**config.mk**
```make
export PLATFORM = sky130hd
export DESIGN_NAME = prog_loader
export DESIGN_NICKNAME = d
export VERILOG_FILES = /design/src/rtl/prog_loader.sv
export SDC_FILE = /design/constraint.sdc
export NUM_CORES = 1
export LEC_CHECK = 0
export CAP_MARGIN = 5
export CORE_ASPECT_RATIO = 0.5
export CORE_MARGIN = 2
export CORE_UTILIZATION = 37
export CTS_CLUSTER_DIAMETER = 30
export DETAILED_ROUTE_END_ITERATION = 7
export GPL_TIMING_DRIVEN = 0
export PLACE_DENSITY = 0.59
export REMOVE_ABC_BUFFERS = 1
export SYNTH_ARGS = -nofsm -noshare
export SYNTH_HDL_FRONTEND = slang
export SYNTH_SLANG_ARGS = --single-unit
```
**constraint.sdc**
```tcl
create_clock -name clk -period 2.4 [get_ports clk]
set_input_delay 0.48 -clock clk [delete_from_list [all_inputs] [get_ports clk]]
set_output_delay 0.48 -clock clk [all_outputs]
set_load 0.05 [all_outputs]
```
**src/rtl/prog_loader.sv**
```systemverilog
// prog_loader: packs a little-endian boot byte stream into 32-bit words,
// writes them to the instruction cache, then enables the CPU.
module prog_loader #(
    parameter int ADDR_W = 12
) (
    input  logic              clk,
    input  logic              rst,
    input  logic              start,
    input  logic [7:0]        s_data,
    input  logic              s_valid,
    input  logic              s_last,
    output logic              s_ready,
    output logic [ADDR_W-1:0] mem_addr,
    output logic [31:0]       mem_wdata,
    output logic              mem_wen,
    output logic              enable,
    output logic              busy,
    output logic              done,
    output logic              err,
    output logic [ADDR_W:0]   byte_count
);

    typedef enum logic [2:0] {IDLE, RECV, WRITE, RUN, ERR} state_t;

    localparam logic [ADDR_W-1:0] WSTEP     = ADDR_W'(4);
    localparam logic [ADDR_W-1:0] LAST_WORD = {{(ADDR_W-2){1'b1}}, 2'b00};

    state_t              state_q, state_d;
    logic [ADDR_W:0]     cnt_q, cnt_d;
    logic [ADDR_W-1:0]   waddr_q, waddr_d;
    logic [31:0]         lanes_q, lanes_d;
    logic                last_q, last_d;
    logic [ADDR_W-1:0]   mem_addr_q, mem_addr_d;
    logic [31:0]         mem_wdata_q, mem_wdata_d;
    logic                s_ready_q, s_ready_d;
    logic                mem_wen_q, mem_wen_d;
    logic                enable_q, enable_d;
    logic                busy_q, busy_d;
    logic                done_q, done_d;
    logic                err_q, err_d;

    always_comb begin
        state_d     = state_q;
        cnt_d       = cnt_q;
        waddr_d     = waddr_q;
        lanes_d     = lanes_q;
        last_d      = last_q;
        mem_addr_d  = mem_addr_q;
        mem_wdata_d = mem_wdata_q;

        unique case (state_q)
            IDLE, RUN, ERR: begin
                if (start) begin
                    state_d = RECV;
                    cnt_d   = '0;
                    waddr_d = '0;
                    lanes_d = '0;
                    last_d  = 1'b0;
                end
            end
            RECV: begin
                if (s_valid && s_ready_q) begin
                    lanes_d[{cnt_q[1:0], 3'b000} +: 8] = s_data;
                    cnt_d  = cnt_q + 1'b1;
                    last_d = s_last;
                    if (cnt_q[1:0] == 2'd3 || s_last) begin
                        state_d     = WRITE;
                        mem_addr_d  = waddr_q;
                        mem_wdata_d = lanes_d;
                    end
                end
            end
            WRITE: begin
                waddr_d = waddr_q + WSTEP;
                lanes_d = '0;
                if (last_q)
                    state_d = RUN;
                else if (waddr_q == LAST_WORD)
                    state_d = ERR;
                else
                    state_d = RECV;
            end
            default: state_d = IDLE;
        endcase

        // Outputs are decoded from the next state so they register cleanly.
        s_ready_d = (state_d == RECV);
        mem_wen_d = (state_d == WRITE);
        busy_d    = (state_d == RECV) || (state_d == WRITE);
        enable_d  = (state_d == RUN);
        done_d    = (state_d == RUN);
        err_d     = (state_d == ERR);
    end

    always_ff @(posedge clk or negedge rst) begin
        if (!rst) begin
            state_q     <= IDLE;
            cnt_q       <= '0;
            waddr_q     <= '0;
            lanes_q     <= '0;
            last_q      <= 1'b0;
            mem_addr_q  <= '0;
            mem_wdata_q <= '0;
            s_ready_q   <= 1'b0;
            mem_wen_q   <= 1'b0;
            enable_q    <= 1'b0;
            busy_q      <= 1'b0;
            done_q      <= 1'b0;
            err_q       <= 1'b0;
        end else begin
            state_q     <= state_d;
            cnt_q       <= cnt_d;
            waddr_q     <= waddr_d;
            lanes_q     <= lanes_d;
            last_q      <= last_d;
            mem_addr_q  <= mem_addr_d;
            mem_wdata_q <= mem_wdata_d;
            s_ready_q   <= s_ready_d;
            mem_wen_q   <= mem_wen_d;
            enable_q    <= enable_d;
            busy_q      <= busy_d;
            done_q      <= done_d;
            err_q       <= err_d;
        end
    end

    assign s_ready    = s_ready_q;
    assign mem_addr   = mem_addr_q;
    assign mem_wdata  = mem_wdata_q;
    assign mem_wen    = mem_wen_q;
    assign enable     = enable_q;
    assign busy       = busy_q;
    assign done       = done_q;
    assign err        = err_q;
    assign byte_count = cnt_q;

endmodule

```
layer_met1.png
Scale: 4 px per micron. Supply wires on this layer in gray.
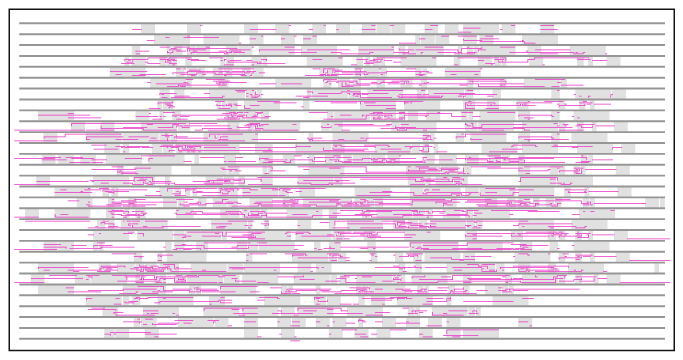
main direction: horizontal
longest straight run: 41.4 microns

congestion.png
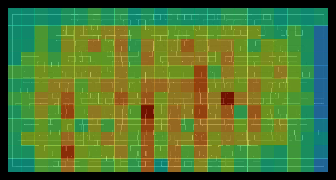
busiest grt layer: met2
GR Util met3: 4.38%
GRT Util Overall: 16.4%

flops_by_reg.png
Scale: 4 px per micron.
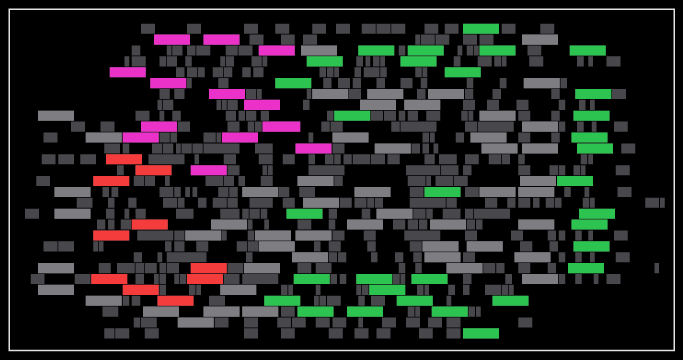
[byte_count] magenta | flops: 13
[waddr_q] red | flops: 10
[mem_wdata] green | flops: 32
final core area utilization: 47.2%
storage element area: 2650 sq um
Seq power: 2.55 mW
Seq/total area: 44.2%

layer_met3.png
Scale: 3 px per micron.
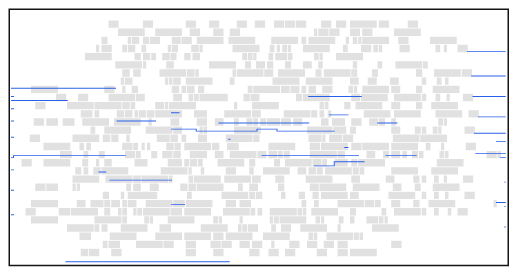
share of all routed wire: 4.0%
main direction: horizontal

wires.png
Scale: 4 px per micron. Two of the layers only.
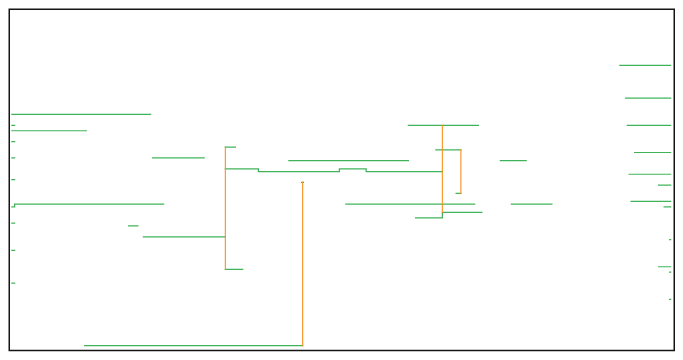
[metal 3] green | wire length: 444 microns
[metal 4] orange | wire length: 104 microns
final WL: 11,100 microns
vias: 3,592
DR WL/cell: 16.2 microns

==> metrics.cfg <==
[status]
status=complete, no violations

[pwr]
p_total_mw=7.35
ir_drop_mv=0.516
powerDensity_nw_per_um2=1220

[final_timing]
fin_crit_ns=2.29
fin_crit_sh_pct=95.5
skew_ns=0.00542
setup_violations=0
slew_violations=0
worst_slew_pin_slew_ns=0.897
whs_ns=0.140
clock.fmax_mhz=436
rsz0062_at_grt=yes

[placed_design]
dp_hpwl_microns=7380
dp_cells=670
portBuffers=73
dpl-instance-area_sq_um=5700

[critical_path]
cp-startpoint=s_valid
cp.required_ns=2.68
path_max_fanout=25
arrival_ns=2.57
start_kind=primary input
critPathKind=in -> reg
cp-endpoint=lanes_q[27]$_DFFE_PN0P_
reg2reg_from=state_q[1]$_DFF_PN0_
cp-end-kind=register

[worst_hold_path]
hold_class=in -> async

[finish]
lay_top_cells=105 x dfrtp_1, 72 x clkdlybuf4s50_1, 70 x a21oi_1
finalNonFillerCells=688
nets=533
lay_top_count=dfrtp_1
post-route-cell-area_sq_um=6010
antenna_cells=0
area.growth.synth_to_final_pct=24.0

[logic_synthesis]
yosys_area_sq_um=4850
synth.cell_area_sq_um=4850
edf_count=0
synth.distinct_cells=48
ys_warn_count=0
ys_cells=455
ys_seq_share_pct=54.7
yosys_most_used_dff=dfrtp_1
top_cells_by_count=106 x dfrtp_1, 70 x a21oi_1, 39 x nor2_1
syn_avg_cell_area_sq_um=10.7
yosysTopAreaCell=dfrtp_1
async_reset_ff_share_pct=100
numSynthFlops=106
top_cells_by_area=dfrtp_1 55%, a21oi_1 7.2%, a22o_1 6.3%

[clocking]
clk_pin_slew_worst_paths_ns=0.07
insertion_delay_ns=0.35
cts_resized=2
post-cts-setup-buffers=2
hold_buffers=0
clk_root_buffer_cell=clkbuf_16
htreeDepth=3

[route]
first_iter_violations=177
drc=0
drtAntennaViolNets=0

[flow_run]
maxCapViolations=0
warning_count=31

[grt]
first_global_vias=3499
grt-ovfl-total=0
antenna_found_initial=0
grt_pass1_wl_microns=18500
grt_max_degree=62

[floorplan]
floorplan.core_util_pct=38.0
die_w_microns=166
ios=76
rows=29
core_area_sq_um=12700
die_h_microns=84.9

## stage by stage
| stage | utilization (%) | worst slack (ns) |
|---|---|---|
| 6_report | 47.2 | 0.107 |
| 2_1_floorplan | - | -3.41 |
| 4_1_cts | 47.1 | 0.0102 |
| 3_5_place_dp | 44.7 | -0.695 |
| 5_1_grt | 47.2 | -0.0141 |
| 3_3_place_gp | 44.0 | -5.27 |
## logic make-up after synthesis
logic type	after synthesis	synth area share [%]
compound gates	136	17.7
mux	15	3.36
other cells	1	0.0774
xor+xnor	2	0.362
buf+inv	40	4.29
fa+ha+maj	7	1.81
flops	106	54.7
simple gates	148	17.6
## sequential cells by signal (all words and copies together), names as in the netlist
| signal | flops |
|---|---|
| mem_wdata | 32 |
| byte_count | 13 |
| s_ready | 1 |
| err | 1 |
| last_q | 1 |
| done | 1 |
| state_q | 3 |
| waddr_q | 10 |
| lanes_q | 32 |
| mem_addr | 10 |
| mem_wen | 1 |
| busy | 1 |
## metal layers
layer	up-vias	share of wire [%]	global-route usage, %
li1	1750	-	-
met1	1783	51	23.4
met2	48	44	25.2
met3	11	4.0	4.38
met4	0	0.93	4.03
met5	-	0	0
## cell type report
type                    count  area, sq um  area share [%]
clock buffers              10          229            3.81
repair buffers             81          827            13.8
multi-input cells         310         2020            33.7
inverters                   5         18.8           0.312
clock inverters             6         43.8           0.729
well taps                 170          213            3.54
flip-flops and latches    106         2650            44.2
## critical path, stage by stage
cell,delay [ns]
clkdlybuf4s50_1,0.48
and3b_1,0.35
nand2_2,0.36
mux2i_1,0.65
a22o_1,0.24
## power breakdown
| group | switching, mW | leakage (nW) | internal [mW] |
|---|---|---|---|
| combinational | 2.27 | 1.12 | 1.14 |
| clock | 0.674 | 0.121 | 0.704 |
| sequential | 0.318 | 1.40 | 2.24 |
| total | 3.27 | 2.64 | 4.08 |
Power figures rest on the tool's default switching activity, not on a simulated workload.
